==> config.mk <==
export PLATFORM = sky130hd
export DESIGN_NAME = arm_mem_arbiter
export DESIGN_NICKNAME = d
export VERILOG_FILES = /design/src/rtl/arm_mem_pkg.sv /design/src/rtl/arm_mem_prio_sel.sv /design/src/rtl/arm_mem_arbiter.sv
export SDC_FILE = /design/constraint.sdc
export NUM_CORES = 1
export LEC_CHECK = 0
export CORE_MARGIN = 3
export CORE_UTILIZATION = 41
export CTS_CLUSTER_DIAMETER = 50
export DETAILED_ROUTE_END_ITERATION = 8
export GPL_TIMING_DRIVEN = 0
export PLACE_DENSITY = 0.8
export SLEW_MARGIN = 20
export SYNTH_ARGS = -nofsm -noshare
export SYNTH_HDL_FRONTEND = slang
export SYNTH_SLANG_ARGS = --single-unit
export TNS_END_PERCENT = 1
==> constraint.sdc <==
create_clock -name clk -period 1.8 [get_ports clk]
set_input_delay 0.27 -clock clk [delete_from_list [all_inputs] [get_ports clk]]
set_output_delay 0.27 -clock clk [all_outputs]
set_load 0.005 [all_outputs]
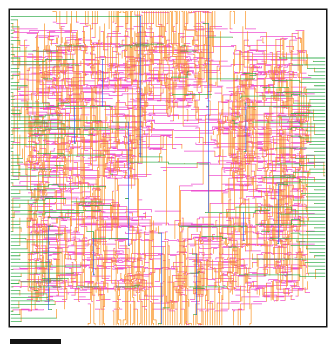
Figure 1: run 1, signal wires by layer.
The bar under the picture is 20 um long.
layer	color	wire length
met3	green	2170 um
met2	orange	11200 um
met1	magenta	8500 um
met4	blue	369 um
GRT Resource Usage Total: 27.6%
total wire length after detailed routing: 22200 um
routed wire length per instance: 18.8 um

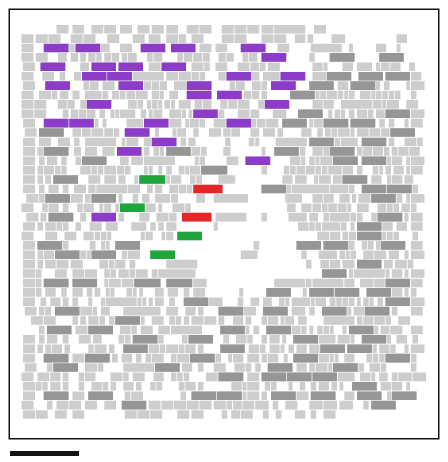
Figure 2: run 1, register map, names as in the netlist.
The bar under the picture is 20 um long. Other sequential cells in the stronger gray, the rest of the logic in the fainter gray.
name in the netlist	color	sequential cells
mem_data_in	purple	32
state_q	red	2
u_prio.cnt_q	green	4
not colored	100
Register Area: 2780 sq um
final core occ: 71.5%

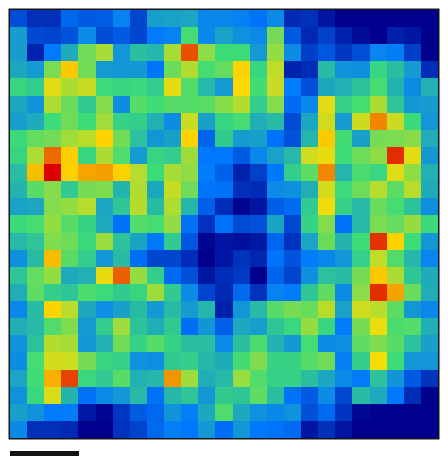
Figure 3: run 1, wiring heat map.
The bar under the picture is 20 um long. The die is cut into 25 by 25 equal tiles; dark blue is low, red is high, scaled to the fullest tile. Values are wire area over tile area, all layers added.
nearly empty tiles	4.3%
fullest tile	0.60
tiles over half the peak	31%
emptiest ninth of the die	center
mean over tiles	0.24
via count: 6576

==> results.py, run 1 <==
# Auto-generated metrics
metrics = {
    "power": {
        "finalPower_mw": 8.37,
        "p_int_mw": 6.32,
        "switching_share_pct": 24.4,
        "pg_seq_mw": 3.30,
        "p_switching_mw": 2.04,
        "p_comb_mw": 1.39,
    },
    "drt": {
        "dr_wl_met2_um": 11200,
        "dr.max_layer_used": "met4",
        "dr.pass1.iters": 5,
        "vias_per_cell": 5.55,
        "drt_iter0_markers": 372,
        "ant_nets": 0,
        "wl_met3_um": 2170,
    },
    "placed_design": {
        "dp_cells": 1129,
        "io_buffers": 265,
        "place_ws_ns": -0.833,
    },
    "timing": {
        "timing.fmax_mhz": 427,
        "period_used_pct": 130,
        "finalSetupViolations": 68,
        "slew_viol_final": 0,
        "rsz0062_at_grt": "true",
        "fin_ws_ns": -0.539,
        "max_slew_margin_pct": 51.6,
    },
    "synthesis": {
        "ys_sh_aoi_pct": 24.5,
        "ys_sh_mux_pct": 0,
        "yosys.area_share.simple_pct": 19.7,
        "async_reset_ff_share_pct": 0,
        "xor_share_pct": 0,
        "ys.flop_type": "dfxtp_1",
        "edf_count": 0,
        "synth.avg_cell_area_sq_um": 8.28,
        "common_cells": "dfxtp_1 (138), a21oi_1 (132), nand3_1 (99), nand2_1 (68), clkbuf_1 (58)",
        "synth_top_cell_by_count": "dfxtp_1",
        "ys_warn_count": 0,
        "adder_share_pct": 0.439,
        "topCellsByArea": "dfxtp_1 (48%), a21oi_1 (12%), nand3_1 (8.7%), a311oi_1 (4.9%), nand2_1 (4.5%)",
        "yosysChipArea_sq_um": 5700,
        "yosys.area.top_type": "dfxtp_1",
        "synth_flops": 138,
        "yosys.area.top_type_share_pct": 48.5,
        "synth.logic.top_family": "AND-OR/OR-AND gates",
        "synth_cell_types": 29,
        "synthesis.area_sq_um": 5700,
    },
    "final_layout": {
        "antennaDiodeCount": 0,
        "layout.cells.non_filler": 1184,
        "area_growth_pct": 68.2,
        "comb_share_pct": 29.6,
        "num-multi-input-gates": 462,
        "buf_share_pct": 32.1,
        "drive_above_1_share_pct": 24.4,
        "num-nonclk-inverters": 6,
        "final_cell_area_sq_um": 9580,
        "clock_cell_area_share_pct": 6.53,
        "n_all_buffers": 370,
        "dominant_cells": "non-clock buffers",
        "layout_top_cells": "clkdlybuf4s50_1 (196), dfxtp_1 (132), nand3_1 (95), a21oi_1 (68), nand2_1 (67)",
        "lay_top_count": "clkdlybuf4s50_1",
    },
    "setup_path": {
        "crit_required_ns": 1.53,
        "cp_num_buf_inv": 3,
        "cp_top_family": "simple AND/OR/NAND/NOR gates",
        "crit_cells": 6,
        "worstSetupPathType": "reg -> out",
        "worst-path-max-fanout": 7,
    },
    "global_routing": {
        "grt_pass1_vias": 6533,
        "grt_start_max_net_pins": 17,
        "gr-usage-met2_pct": 48.9,
        "antenna_found_initial": 0,
        "grt_pass1_wl_um": 33100,
    },
    "clock_network": {
        "clk_pin_slew_ns": 0.05,
        "htreeDepth": 4,
        "cts_hold_buffers": 0,
        "cts_resized": 333,
        "clock_latency_ns": 0.42,
        "clock-sinks": 138,
        "numCtsBuffers": 17,
        "clk_path_buf_depth": 2,
    },
    "floorplan": {
        "io_pins": 267,
        "n_tap_cell": 176,
        "coreArea_sq_um": 13400,
        "fp_util_pct": 42.5,
    },
    "worst_hold_path": {
        "min_path_type": "in -> reg",
        "min_path_cells": 2,
    },
    "status": {
        "violations": "negative setup slack",
        "status": "complete, but fails checks",
    },
}
==> inputs of run 2 (changes only) <==
--- a/config.mk
+++ b/config.mk
@@ -5,6 +5,7 @@
 export SDC_FILE = /design/constraint.sdc
 export NUM_CORES = 1
 export LEC_CHECK = 0
+export CAP_MARGIN = 20
 export CORE_MARGIN = 3
 export CORE_UTILIZATION = 41
 export CTS_CLUSTER_DIAMETER = 50
==> run 2 against run 1 <==
Net effect:
- the flow still finishes with violations (negative setup slack)
- worst setup slack unchanged
- sequential share of layout area unchanged
- wire length unchanged
- cell area unchanged
==> results.py, run 2 <==
# Auto-generated metrics
metrics = {
    "global_routing": {
        "grt_usage_pct": 27.6,
        "grt_use_met1_pct": 31.2,
        "overflow": 0,
        "grt_use_met3_pct": 9.26,
        "gr-usage-met2_pct": 48.9,
        "grt_pass1_vias": 6533,
        "grt_pass1_wl_um": 33100,
        "busiest_layer": "met2",
        "antenna_found_initial": 0,
        "grt_start_max_net_pins": 17,
    },
    "power": {
        "clockPowerShare_pct": 43.9,
        "switching_share_pct": 24.4,
        "p_int_mw": 6.32,
        "p_leak_nw": 3.52,
        "p_switching_mw": 2.04,
        "vdd_drop_max_uv": 609,
        "seq_power_share_pct": 39.5,
        "combPwrFrac_pct": 16.6,
        "power.density_cell_area_nw_per_um2": 873,
        "p_clk_mw": 3.68,
        "top_power_group": "the clock network",
        "p_comb_mw": 1.39,
        "finalPower_mw": 8.37,
    },
    "clock_network": {
        "clk_path_buf_depth": 2,
        "cts_root_buf": "clkbuf_16",
        "cts_resized": 333,
        "htreeDepth": 4,
        "cts_setup_buffers": 12,
        "cts_tree": "yes",
        "clock-sinks": 138,
        "cts_hold_buffers": 0,
        "numCtsBuffers": 17,
        "clk_pin_slew_ns": 0.05,
        "clock_latency_ns": 0.42,
    },
    "final_layout": {
        "mi_logic_area_sq_um": 2840,
        "antennaDiodeCount": 0,
        "num-nonclk-inverters": 6,
        "layout_top_cells": "clkdlybuf4s50_1 (196), dfxtp_1 (132), nand3_1 (95), a21oi_1 (68), nand2_1 (67)",
        "final_cell_area_sq_um": 9580,
        "fillers": 1048,
        "nClkBuffers": 25,
        "dominant_cells": "non-clock buffers",
        "num-multi-input-gates": 462,
        "nNetsFinal": 1130,
        "n_all_buffers": 370,
        "layout.cells.non_filler": 1184,
        "comb_share_pct": 29.6,
        "area_growth_pct": 68.2,
        "flop_area_sq_um": 2780,
        "clock_cell_area_share_pct": 6.53,
        "final_core_util_pct": 71.5,
        "lay_top_count": "clkdlybuf4s50_1",
        "drive_above_1_share_pct": 24.4,
        "flops": 138,
        "buf_share_pct": 32.1,
    },
    "timing": {
        "timing.fmax_mhz": 427,
        "rsz0062_at_grt": "true",
        "slew_viol_final": 0,
        "worstMarginPinSlew_ns": 0.726,
        "tns_ns": -25.39,
        "period_used_pct": 130,
        "final.hold.worst_slack_ns": 0.0583,
        "timing_hold_violations_final": 0,
        "fin_ws_ns": -0.539,
        "max_slew_margin_pct": 51.6,
        "finClkSkew_ns": 0.00878,
        "finalSetupViolations": 68,
        "post-route-min-period_ns": 2.34,
    },
    "drt": {
        "dr_wl_met2_um": 11200,
        "drc": 0,
        "ant_nets": 0,
        "num_vias": 6576,
        "routed_wl_um": 22200,
        "drt-met1-wl_um": 8500,
        "dr.pass1.iters": 5,
        "wl_met3_um": 2170,
        "dr.max_layer_used": "met4",
        "drt_iter0_markers": 372,
        "routedWlPerCell_um": 18.8,
        "vias_per_cell": 5.55,
    },
    "setup_path": {
        "worst-path-max-fanout": 7,
        "reg2regPathDepth": 7,
        "crit_path_start_kind": "register",
        "worst_path_largest_cell_delay_ns": 0.63,
        "ff2ff_setup_slack_ns": 0,
        "cp_num_buf_inv": 3,
        "cp-end-kind": "primary output",
        "crit_chain": "or4b_4, buf_6, clkinv_4, nand3_1, a21oi_2, buf_2",
        "cp_top_family": "simple AND/OR/NAND/NOR gates",
        "critPathSlowestCell": "or4b_4",
        "arrival_ns": 2.07,
        "crit_cells": 6,
        "worstSetupPathType": "reg -> out",
        "crit_required_ns": 1.53,
    },
    "synthesis": {
        "yosys.area.top_type_share_pct": 48.5,
        "xor_share_pct": 0,
        "ys_seq_share_pct": 48.5,
        "synth.net_count": 823,
        "edf_count": 0,
        "ys_sh_mux_pct": 0,
        "common_cells": "dfxtp_1 (138), a21oi_1 (132), nand3_1 (99), nand2_1 (68), clkbuf_1 (58)",
        "ys.flop_type": "dfxtp_1",
        "yosysChipArea_sq_um": 5700,
        "synthCells": 688,
        "synth_cell_types": 29,
        "synth_top_cell_by_count": "dfxtp_1",
        "adder_share_pct": 0.439,
        "yosys.area.top_type": "dfxtp_1",
        "synth.logic.top_family": "AND-OR/OR-AND gates",
        "ys_sh_aoi_pct": 24.5,
        "topCellsByArea": "dfxtp_1 (48%), a21oi_1 (12%), nand3_1 (8.7%), a311oi_1 (4.9%), nand2_1 (4.5%)",
        "synth.avg_cell_area_sq_um": 8.28,
        "yosys.area_share.simple_pct": 19.7,
        "synth_flops": 138,
        "async_reset_ff_share_pct": 0,
        "ys_cells": 688,
        "synthesis.area_sq_um": 5700,
        "ys_warn_count": 0,
    },
    "placed_design": {
        "dp_cells": 1129,
        "place_ws_ns": -0.833,
        "dpl_cell_area_sq_um": 8570,
        "hpwl_um": 15300,
        "gp_congestion": 0.867,
        "io_buffers": 265,
    },
    "status": {
        "violations": "negative setup slack",
        "status": "complete, but fails checks",
    },
    "floorplan": {
        "die_w_um": 124,
        "die_h_um": 124,
        "n_tap_cell": 176,
        "fp_util_pct": 42.5,
        "chipArea_sq_um": 15300,
        "io_pins": 267,
    },
    "worst_hold_path": {
        "min_path_cells": 2,
        "min_path_type": "in -> reg",
    },
    "flow_run": {
        "drv_cap": 0,
        "log.warning_count": 29,
    },
}
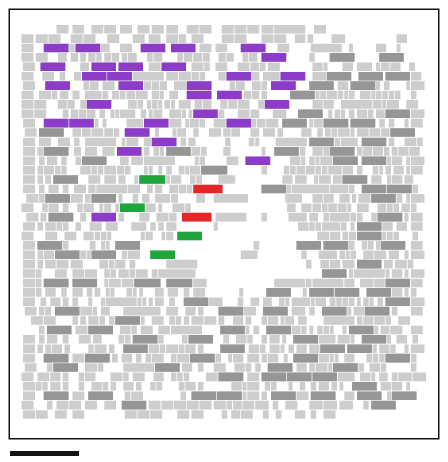
Figure 4: run 2, register map, names as in the netlist.
The bar under the picture is 20 um long. Other sequential cells in the stronger gray, the rest of the logic in the fainter gray.
name in the netlist	color	sequential cells
state_q	red	2
mem_data_in	purple	32
u_prio.cnt_q	green	4
not colored	100
Seq. pwr: 3.30 mW
sequential share of cell area: 29.0%

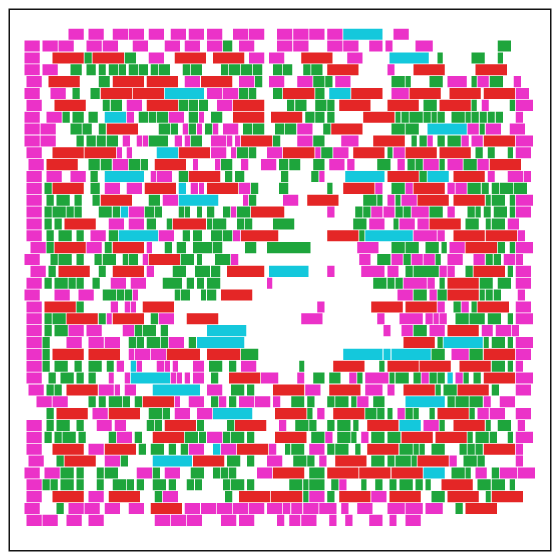
Figure 5: run 2, cell classes on the final placement.
class	color	cells
all other logic	green	468
flops	red	138
other buffers and delay cells	magenta	370
clock drivers and dummy loads	cyan	32
Core Rows: 42
area of the core: 13400 sq um

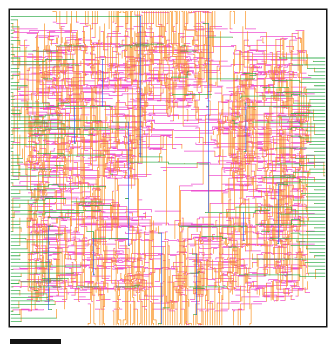
Figure 6: run 2, signal wires by layer.
The bar under the picture is 20 um long.
layer	color	wire length
met3	green	2170 um
met2	orange	11200 um
met4	blue	369 um
met1	magenta	8500 um

No activity file was given, so power comes from the tool's default toggle rates.
